==> config.mk <==
export PLATFORM = sky130hd
export DESIGN_NAME = a_ref_cal
export DESIGN_NICKNAME = d
export VERILOG_FILES = /design/src/rtl/a_ref_cal.sv
export SDC_FILE = /design/constraint.sdc
export NUM_CORES = 1
export LEC_CHECK = 0
export ABC_AREA = 1
export CORE_ASPECT_RATIO = 0.7
export CORE_MARGIN = 1
export CORE_UTILIZATION = 50
export DETAILED_ROUTE_END_ITERATION = 10
export PLACE_DENSITY = 0.8
export SYNTH_ARGS = -nofsm -noshare
export SYNTH_HDL_FRONTEND = slang
export SYNTH_SLANG_ARGS = --single-unit
==> constraint.sdc <==
create_clock -name i_clk -period 6.7 [get_ports i_clk]
set_input_delay 1.005 -clock i_clk [delete_from_list [all_inputs] [get_ports i_clk]]
set_output_delay 1.005 -clock i_clk [all_outputs]
set_load 0.03 [all_outputs]
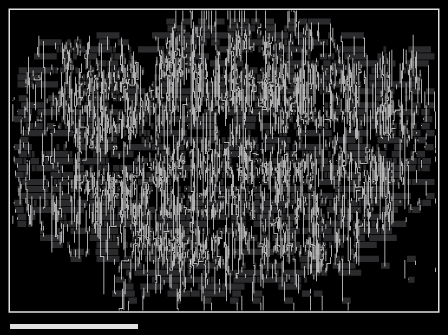
Fig. 1. Metal 2 (run 1).
Scale bar: 50 um.
1202 nets have wire on it. The layer carries 10500 um of wire. The longest straight run is 55.1 um. The layer holds 41% of the routed length. The wires run mostly vertical.
via count: 9028
met2 GRT Util: 38.2%
final wirelength: 26000 um

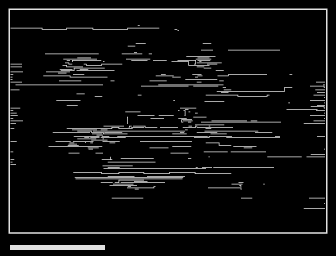
Fig. 2. The metal 3 layer (run 1).
Scale bar: 50 um.
The layer carries 2390 um of wire. The wires run mostly horizontal. The longest straight run is 57.0 um. The layer holds 9.2% of the routed length.
met3 usage: 6.75%

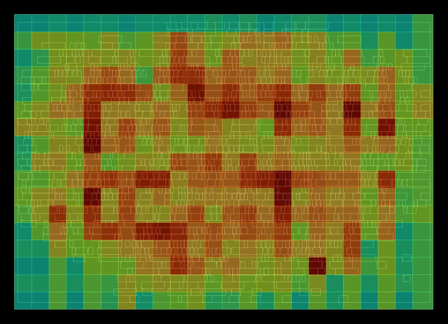
Fig. 3. Congestion heat map (run 1).
met1 GRT Util: 40.5%
GRT Overall Usage: 27.0%
Core Util, Final: 60.7%
grt peak-use layer: met1

==> results.json, run 1 <==
{
  "run_status": "completed",
  "synth-seq-cells": 118,
  "synth_area_per_cell_um2": 7.34,
  "place_worst_setup_slack_ns": 1.42,
  "nNetsFinal": 1524,
  "drc_errors": 0,
  "fin_cells": 1618,
  "edf_count": 0,
  "post-route-period-util_pct": 81.7,
  "die_h_um": 117,
  "simple_gate_share_pct": 25.1,
  "ioPinCount": 83,
  "cpMostUsedCell": "nand2_1",
  "worst_path_max_delay_cell": "ha_1",
  "initCoreUtil_pct": 51.9,
  "lay_top_cells": "279 x nand2_1, 173 x inv_1, 118 x dfrtp_1",
  "grt_overflow": 0,
  "synthXorXnorAreaFrac_pct": 4.88,
  "ant_nets": 0,
  "finClkSkew_ns": 0.0131,
  "cp.required_ns": 7.03,
  "postCtsResizedCells": 0,
  "port_buffers": 82,
  "aoi_share_pct": 16.2,
  "synth_top_area_share_pct": 31.1,
  "netlist_area_um2": 9500,
  "drive_gt1_share_pct": 7.24,
  "cts_buffer_depth": 2,
  "slew_viol_final": 0,
  "final_area_um2": 11100,
  "worstPathMaxFanout": 12,
  "hold_buffers": 0,
  "post-synth-top-area-cell": "dfrtp_1",
  "ys_seq_share_pct": 31.1,
  "syn_inst": 1295,
  "min_period_ns": 5.48,
  "arrival_ns": 5.80,
  "cp-start-kind": "flop",
  "cts_setup_buffers": 0,
  "grt_start_max_net_pins": 62,
  "cpLargestDelayFamily": "simple AND/OR/NAND/NOR gates",
  "synth.distinct_cells": 54,
  "place.gp.congestion": 0.976,
  "reg2reg_depth": 33,
  "max_stage_delay_ns": 0.46,
  "syn_to_final_growth_pct": 17.0,
  "drt-initial-drc-count": 816,
  "drtPass1Iterations": 5,
  "dieWidth_um": 167,
  "rows": 41,
  "cts_root_buffer": "clkbuf_16",
  "hold_depth": 0,
  "end_kind": "flop",
  "clock.fmax_ghz": 0.183,
  "hold_class": "reg -> reg",
  "top_logic_kind": "simple AND/OR/NAND/NOR gates",
  "synth_chip_area_um2": 9500,
  "worst_slack_ns": 1.22,
  "flop_cell": "dfrtp_1",
  "cts-buffers-inserted": 17,
  "place_inst": 1586,
  "worst_pin_slew_ns": 0.937,
  "lay_top_count": "nand2_1",
  "via_per_inst": 5.58,
  "synthTopCellsByArea": "dfrtp_1 31%, ha_1 13%, nand2_1 11%, inv_1 6.8%, o21ai_0 4.8%",
  "grt_pass1_wl_um": 42300,
  "synthAdderAreaFrac_pct": 13.5,
  "setup_viol": 0,
  "cap_violations": 0
}
run 1: metrics by stage:
step           utilization (%)  hold slack, ns
2_1_floorplan                -           0.331
3_3_place_gp              57.2           0.333
3_5_place_dp              57.2           0.336
4_1_cts                   60.7           0.348
5_1_grt                   60.7           0.352
6_report                  60.7           0.346
run 1: synthesized netlist by cell type (13+ instances only):
library cell and count:
a21oi_1 79, o21ai_0 92, xor2_1 47, nand4_1 23
nand3_1 59, dfrtp_1 118, buf_2 13, nor2_1 97
nand2_1 279, nor3_1 18, inv_2 15, inv_1 173
o21ai_1 46, ha_1 98
run 1: cell type report:
type,instances,area [um2]
Fill cell,1612,7200
Multi-Input combinational cell,958,5670
Sequential cell,118,2950
Timing Repair Buffer,84,833
Inverter,190,718
Clock buffer,24,502
Tap cell,236,295
Clock inverter,8,143
run 1: cell families (layout without fill, tap and decap cells):
kind of cell	count (synthesis)	after routing
AND/OR/NAND/NOR	530	530
AND-OR/OR-AND	274	274
buffers and inverters	219	306
flip-flops	118	118
adder cells (fa/ha/maj)	101	101
XOR/XNOR	53	53
run 1: routing by layer:
metal | wire (um) | vias up | GRT usage, %
li1 | - | 4426 | -
met5 | 0 | - | 0
met4 | 425 | 0 | 7.35
met2 | 10500 | 415 | 38.2
met1 | 12600 | 4149 | 40.5
met3 | 2390 | 38 | 6.75
Fig. 4: run 1, metal 1
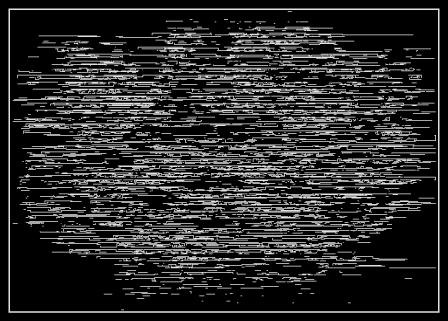

--- run 2 (diff from run 1) ---
==> constraint.sdc (replaced) <==
create_clock -name i_clk -period 5.1 [get_ports i_clk]
set_input_delay 0.765 -clock i_clk [delete_from_list [all_inputs] [get_ports i_clk]]
set_output_delay 0.765 -clock i_clk [all_outputs]
set_load 0.03 [all_outputs]
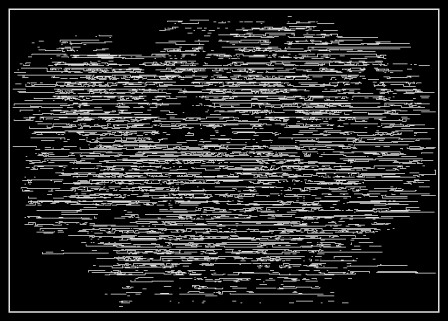
Fig. 5. Metal 1 (run 2).
The wires run mostly horizontal. The longest straight run is 41.9 um.
met1 GRT Util: 41.0%
via count: 9062

==> results.json, run 2 <==
{
  "lay_top_cells": "277 x nand2_1, 172 x inv_1, 116 x dfrtp_1",
  "clock.fmax_ghz": 0.208,
  "grt_pass1_wl_um": 42000,
  "synth_area_per_cell_um2": 7.34,
  "min_period_ns": 4.80,
  "ys_seq_share_pct": 31.1,
  "port_buffers": 82,
  "top_cells_by_count": "279 x nand2_1, 173 x inv_1, 118 x dfrtp_1",
  "initCoreUtil_pct": 51.9,
  "reg2reg_depth": 37,
  "synth.distinct_cells": 54,
  "post-route-period-util_pct": 94.1,
  "yosysMostFrequentCell": "nand2_1",
  "run_status": "completed",
  "post-synth-top-area-cell": "dfrtp_1",
  "die_h_um": 117,
  "cts_buffer_depth": 2,
  "max_stage_delay_ns": 0.41,
  "drc_errors": 0,
  "ant_nets": 0,
  "place_worst_setup_slack_ns": -0.0836,
  "lay_top_count": "nand2_1",
  "grt_start_max_net_pins": 67,
  "setup_viol": 0,
  "register_area_um2": 2960,
  "cts-buffers-inserted": 17,
  "via_per_inst": 5.55,
  "nNetsFinal": 1540,
  "drt_wl_total_um": 26200,
  "flop_cell": "dfrtp_1",
  "worst_pin_slew_ns": 0.897,
  "netlist_area_um2": 9500,
  "drtPass1Iterations": 5,
  "place_inst": 1594,
  "synth-seq-cells": 118,
  "hold_depth": 0,
  "cp-start-kind": "flop",
  "synthTopCellsByArea": "dfrtp_1 31%, ha_1 13%, nand2_1 11%, inv_1 6.8%, o21ai_0 4.8%",
  "worst_path_max_delay_cell": "dfrtp_1",
  "synth_chip_area_um2": 9500,
  "n_fill_cell": 1550,
  "rows": 41,
  "hold_class": "reg -> reg",
  "synth_top_area_share_pct": 31.1,
  "worstPathMaxFanout": 6,
  "end_kind": "flop"
}
-- run 2: cell types whose count changed in the layout (fill, tap and decap cells not counted), sizes merged --
| cell | before | now |
|---|---|---|
| buf | 3 | 18 |
| clkbuf | 24 | 23 |
| clkinv | 3 | 2 |
| bufinv | 4 | 6 |
| nand3 | 65 | 66 |
-- run 2: what timing repair did --
item,in CTS,in global routing
pin swaps,0,4
setup buffers,0,7
hold buffers,0,0
cloned,0,1
gates resized,2,31
setup endpoints to repair,2,7
-- run 2: area by class of cell --
type / instances / area share, %
multi-input cells: 959 / 51.2
flip-flops and latches: 118 / 25.9
repair buffers: 99 / 8.31
inverters: 190 / 6.28
clock buffers: 23 / 4.01
well taps: 236 / 2.58
clock inverters: 9 / 1.73
-- run 2: kinds of logic after synthesis --
group                      Yosys count  synth area share, %
DFF                                118                 31.1
xor gates and xnor gates            53                 4.88
AOI/OAI and AO/OA                  274                 16.2
buffers and inverters              219                 9.23
and+or+nand+nor                    530                 25.1
adders and majority gates          101                 13.5
-- run 2: critical path: cells and delay by family (launching register included) --
| kind | cells | cell delay, ns |
|---|---|---|
| and+or+nand+nor | 27 | 2.25 |
| adders and majority gates | 4 | 1.28 |
| DFF | 1 | 0.41 |
| AOI/OAI and AO/OA | 2 | 0.38 |
| buffers and inverters | 3 | 0.21 |
| xor gates and xnor gates | 1 | 0.17 |
-- run 2: stage by stage --
step	hold WS, ns	cell area, um2
after floorplan	0.331	9500
after global placement	0.335	10500
after detailed placement	0.343	10500
after CTS	0.356	11200
after global routing	0.373	11400
final	0.352	11400
-- run 2: metal layers --
metal	global-route usage, %	part of all wire (%)	vias up
met5	0	0	-
met4	7.87	1.4	0
met3	6.38	9.2	30
met2	37.7	42	423
met1	41.0	48	4158
li1	-	-	4451
